==> src/rtl/multiplicador_n.sv <==
// multiplicador_n: sequential shift-add multiplier of NUM_OPS operands of
// WIDTH bits each into an OUT_WIDTH result.
// Supports unsigned or two's-complement mode and flags overflow on the
// exact product. Uses a valid_data / Done_Flag / ack handshake.
module multiplicador_n #(
  parameter int WIDTH     = 32,
  parameter int NUM_OPS   = 3,
  parameter int OUT_WIDTH = 64,
  parameter int SIGNED    = 0
) (
  input  logic                       clk,
  input  logic                       reset,
  input  logic [NUM_OPS*WIDTH-1:0]   operandos,
  input  logic                       valid_data,
  input  logic                       ack,
  output logic [OUT_WIDTH-1:0]       producto,
  output logic                       Done_Flag,
  output logic                       overflow,
  output logic                       busy
);

  localparam int PW = OUT_WIDTH + WIDTH;
  localparam int OW = NUM_OPS * WIDTH;
  localparam int CW = $clog2(WIDTH);
  localparam int KW = $clog2(NUM_OPS);
  localparam logic [CW-1:0] LAST_BIT   = CW'(WIDTH - 1);
  localparam logic [KW-1:0] FIRST_LEFT = KW'(NUM_OPS - 1);

  typedef enum logic [1:0] {IDLE, CALC, DONE} state_t;

  state_t state_q, state_d;

  // capture stage
  logic                 neg_p0;
  logic                 zero_p0;
  // accumulate stage
  logic [OUT_WIDTH-1:0] acc_p1;
  logic [PW-1:0]        part_p1;
  logic [WIDTH-1:0]     mul_p1;
  logic [OW-1:0]        rest_p1;
  logic                 big_p1;
  logic [CW-1:0]        bit_cnt_p1;
  logic [KW-1:0]        ops_left_p1;
  logic                 fin_p1;
  // result stage
  logic [OUT_WIDTH-1:0] prod_p2;
  logic                 ovf_p2;

  logic [OW-1:0]        mags_c;
  logic                 neg_c;
  logic                 zero_c;
  logic [PW-1:0]        part_next_c;

  // Magnitude of an operand; the most negative value maps to 2^(WIDTH-1),
  // which still fits in WIDTH unsigned bits.
  function automatic logic [WIDTH-1:0] mag_of(input logic signed [WIDTH-1:0] v);
    if ((SIGNED != 0) && v[WIDTH-1])
      mag_of = -v;
    else
      mag_of = v;
  endfunction

  // Re-apply the product sign to the magnitude, modulo 2^OUT_WIDTH.
  function automatic logic [OUT_WIDTH-1:0] apply_sign(input logic [OUT_WIDTH-1:0] m,
                                                      input logic neg);
    apply_sign = neg ? -m : m;
  endfunction

  // Overflow from the low magnitude bits plus the sticky "magnitude >= 2^OUT_WIDTH".
  function automatic logic ovf_of(input logic [OUT_WIDTH-1:0] m, input logic big,
                                  input logic neg);
    if (SIGNED == 0)
      ovf_of = big;
    else if (neg)
      ovf_of = big | (m[OUT_WIDTH-1] & (|m[OUT_WIDTH-2:0]));
    else
      ovf_of = big | m[OUT_WIDTH-1];
  endfunction

  // Operand magnitudes, result sign and zero detection from the raw inputs.
  always_comb begin
    mags_c = '0;
    neg_c  = 1'b0;
    zero_c = 1'b0;
    for (int i = 0; i < NUM_OPS; i++) begin
      mags_c[i*WIDTH +: WIDTH] = mag_of(operandos[i*WIDTH +: WIDTH]);
      if (SIGNED != 0)
        neg_c = neg_c ^ operandos[i*WIDTH + WIDTH - 1];
      zero_c = zero_c | (operandos[i*WIDTH +: WIDTH] == '0);
    end
  end

  // MSB-first shift-add step: partial = 2*partial + bit*accumulator.
  always_comb begin
    part_next_c = {part_p1[PW-2:0], 1'b0};
    if (mul_p1[WIDTH-1])
      part_next_c = part_next_c + PW'(acc_p1);
  end

  // State register.
  always_ff @(posedge clk) begin
    if (!reset)
      state_q <= IDLE;
    else
      state_q <= state_d;
  end

  // Next-state logic and status outputs decoded from the state register.
  always_comb begin
    state_d   = state_q;
    Done_Flag = 1'b0;
    busy      = 1'b0;
    case (state_q)
      IDLE: begin
        if (valid_data)
          state_d = CALC;
      end
      CALC: begin
        busy = 1'b1;
        if (fin_p1)
          state_d = DONE;
      end
      DONE: begin
        Done_Flag = 1'b1;
        if (ack)
          state_d = IDLE;
      end
      default: state_d = IDLE;
    endcase
  end

  // Datapath: capture in IDLE, one multiplier bit per CALC cycle, then a
  // final cycle that applies the sign and resolves overflow.
  always_ff @(posedge clk) begin
    if (!reset) begin
      neg_p0      <= 1'b0;
      zero_p0     <= 1'b0;
      acc_p1      <= '0;
      part_p1     <= '0;
      mul_p1      <= '0;
      rest_p1     <= '0;
      big_p1      <= 1'b0;
      bit_cnt_p1  <= '0;
      ops_left_p1 <= '0;
      fin_p1      <= 1'b0;
      prod_p2     <= '0;
      ovf_p2      <= 1'b0;
    end else begin
      case (state_q)
        IDLE: begin
          if (valid_data) begin
            neg_p0      <= neg_c;
            zero_p0     <= zero_c;
            acc_p1      <= OUT_WIDTH'(mags_c[WIDTH-1:0]);
            mul_p1      <= mags_c[2*WIDTH-1 -: WIDTH];
            rest_p1     <= mags_c >> (2 * WIDTH);
            part_p1     <= '0;
            big_p1      <= 1'b0;
            bit_cnt_p1  <= '0;
            ops_left_p1 <= FIRST_LEFT;
            fin_p1      <= 1'b0;
          end
        end
        CALC: begin
          if (fin_p1) begin
            fin_p1 <= 1'b0;
            if (zero_p0) begin
              prod_p2 <= '0;
              ovf_p2  <= 1'b0;
            end else begin
              prod_p2 <= apply_sign(acc_p1, neg_p0);
              ovf_p2  <= ovf_of(acc_p1, big_p1, neg_p0);
            end
          end else if (bit_cnt_p1 == LAST_BIT) begin
            // Operand finished: fold the full partial product back into the
            // accumulator, remembering any bits above OUT_WIDTH.
            acc_p1      <= part_next_c[OUT_WIDTH-1:0];
            big_p1      <= big_p1 | (|part_next_c[PW-1:OUT_WIDTH]);
            part_p1     <= '0;
            bit_cnt_p1  <= '0;
            mul_p1      <= rest_p1[WIDTH-1:0];
            rest_p1     <= rest_p1 >> WIDTH;
            ops_left_p1 <= ops_left_p1 - KW'(1);
            if (ops_left_p1 == KW'(1))
              fin_p1 <= 1'b1;
          end else begin
            part_p1    <= part_next_c;
            mul_p1     <= mul_p1 << 1;
            bit_cnt_p1 <= bit_cnt_p1 + CW'(1);
          end
        end
        default: ;
      endcase
    end
  end

  assign producto = prod_p2;
  assign overflow = ovf_p2;

endmodule

==> config.mk <==
export PLATFORM = sky130hd
export DESIGN_NAME = multiplicador_n
export DESIGN_NICKNAME = d
export VERILOG_FILES = /design/src/rtl/multiplicador_n.sv
export SDC_FILE = /design/constraint.sdc
export NUM_CORES = 1
export LEC_CHECK = 0
export ABC_AREA = 1
export CAP_MARGIN = 20
export CORE_MARGIN = 1.5
export CORE_UTILIZATION = 45
export CTS_CLUSTER_SIZE = 30
export DETAILED_ROUTE_END_ITERATION = 7
export SYNTH_ARGS = -nofsm -noshare
export SYNTH_HDL_FRONTEND = slang
export SYNTH_SLANG_ARGS = --single-unit
==> constraint.sdc <==
create_clock -name clk -period 7.3 [get_ports clk]
set_input_delay 1.095 -clock clk [delete_from_list [all_inputs] [get_ports clk]]
set_output_delay 1.095 -clock clk [all_outputs]
set_load 0.01 [all_outputs]
### The clock network

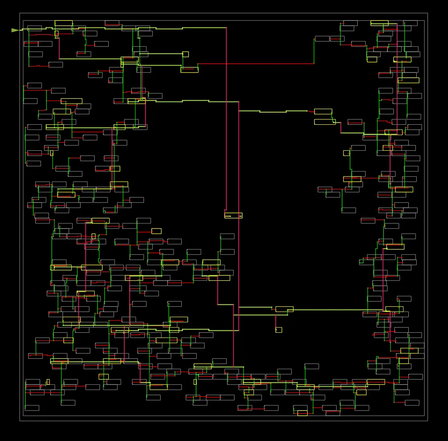
clock sink count: 300
Num CTS Buffers: 35
Setup Skew: 0.0244 ns
flip-flops: 300

### Wire density map

The die is cut into 21 by 21 equal tiles; white is low, dark blue is high, scaled to the fullest tile. Values are wire area over tile area, all layers added.
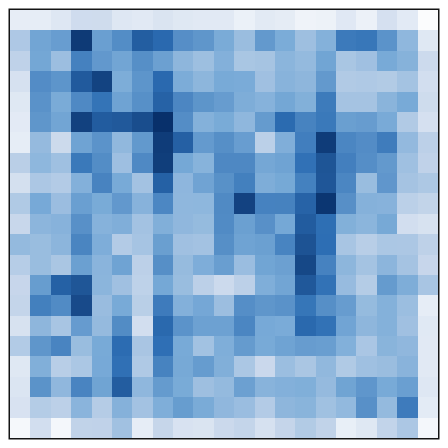
nearly empty tiles: 0.20%
mean over tiles: 0.24
tiles over half the peak: 42%
Total GRT Usage: 30.2%
post-detailed-route wirelength per cell: 17.3 um

==> results.ini <==
[status]
status=complete, no violations

[sta]
period_used_pct=64.5
worst-slew-pin-transition_ns=1.33
fin_ws_ns=2.59

[logic_synthesis]
yosys_most_used_dff=dfxtp_1
ys_area_mm2=0.0199
synthTopLogicFamily=simple AND/OR/NAND/NOR gates
async_reset_ff_share_pct=0

[global_route]
top_usage_layer=met2
overflow=0
grtUsageMet3_pct=3.53
grt_pass1_wl_um=108000

[cells_and_area]
final_nets=3533
n_fill_cell=4501
num_antenna_cells=0
largest_register_ffs=95
layout_top_cell=nand2_1

[min_path]
min_path_type=register to register

[die]
dieHeight_um=213

[worst_setup_path]
crit_fanout=65
critPathKind=input port to register
cp-end-kind=register

[route]
first_iter_violations=1748
vias=21100
wl_met3_um=3620
ant_nets=0

[power_and_ir_drop]
max-vdd-ir-drop_uv=154
switching_share_pct=27.8

[clocking]
root_buffer=clkbuf_16
post_cts_buffers=0

### Gate families picked out

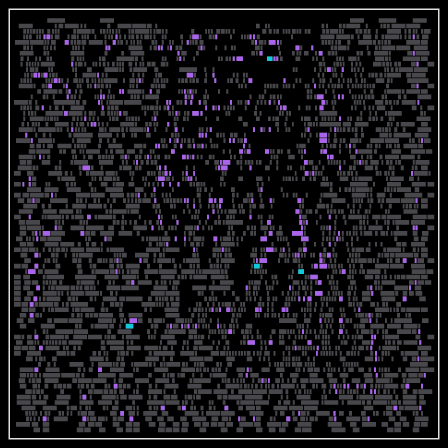
legend:
  purple:
    family: nor cells
    cells: 342
    where: all over the die
  cyan:
    family: non-inverting ao/oa cells
    cells: 4

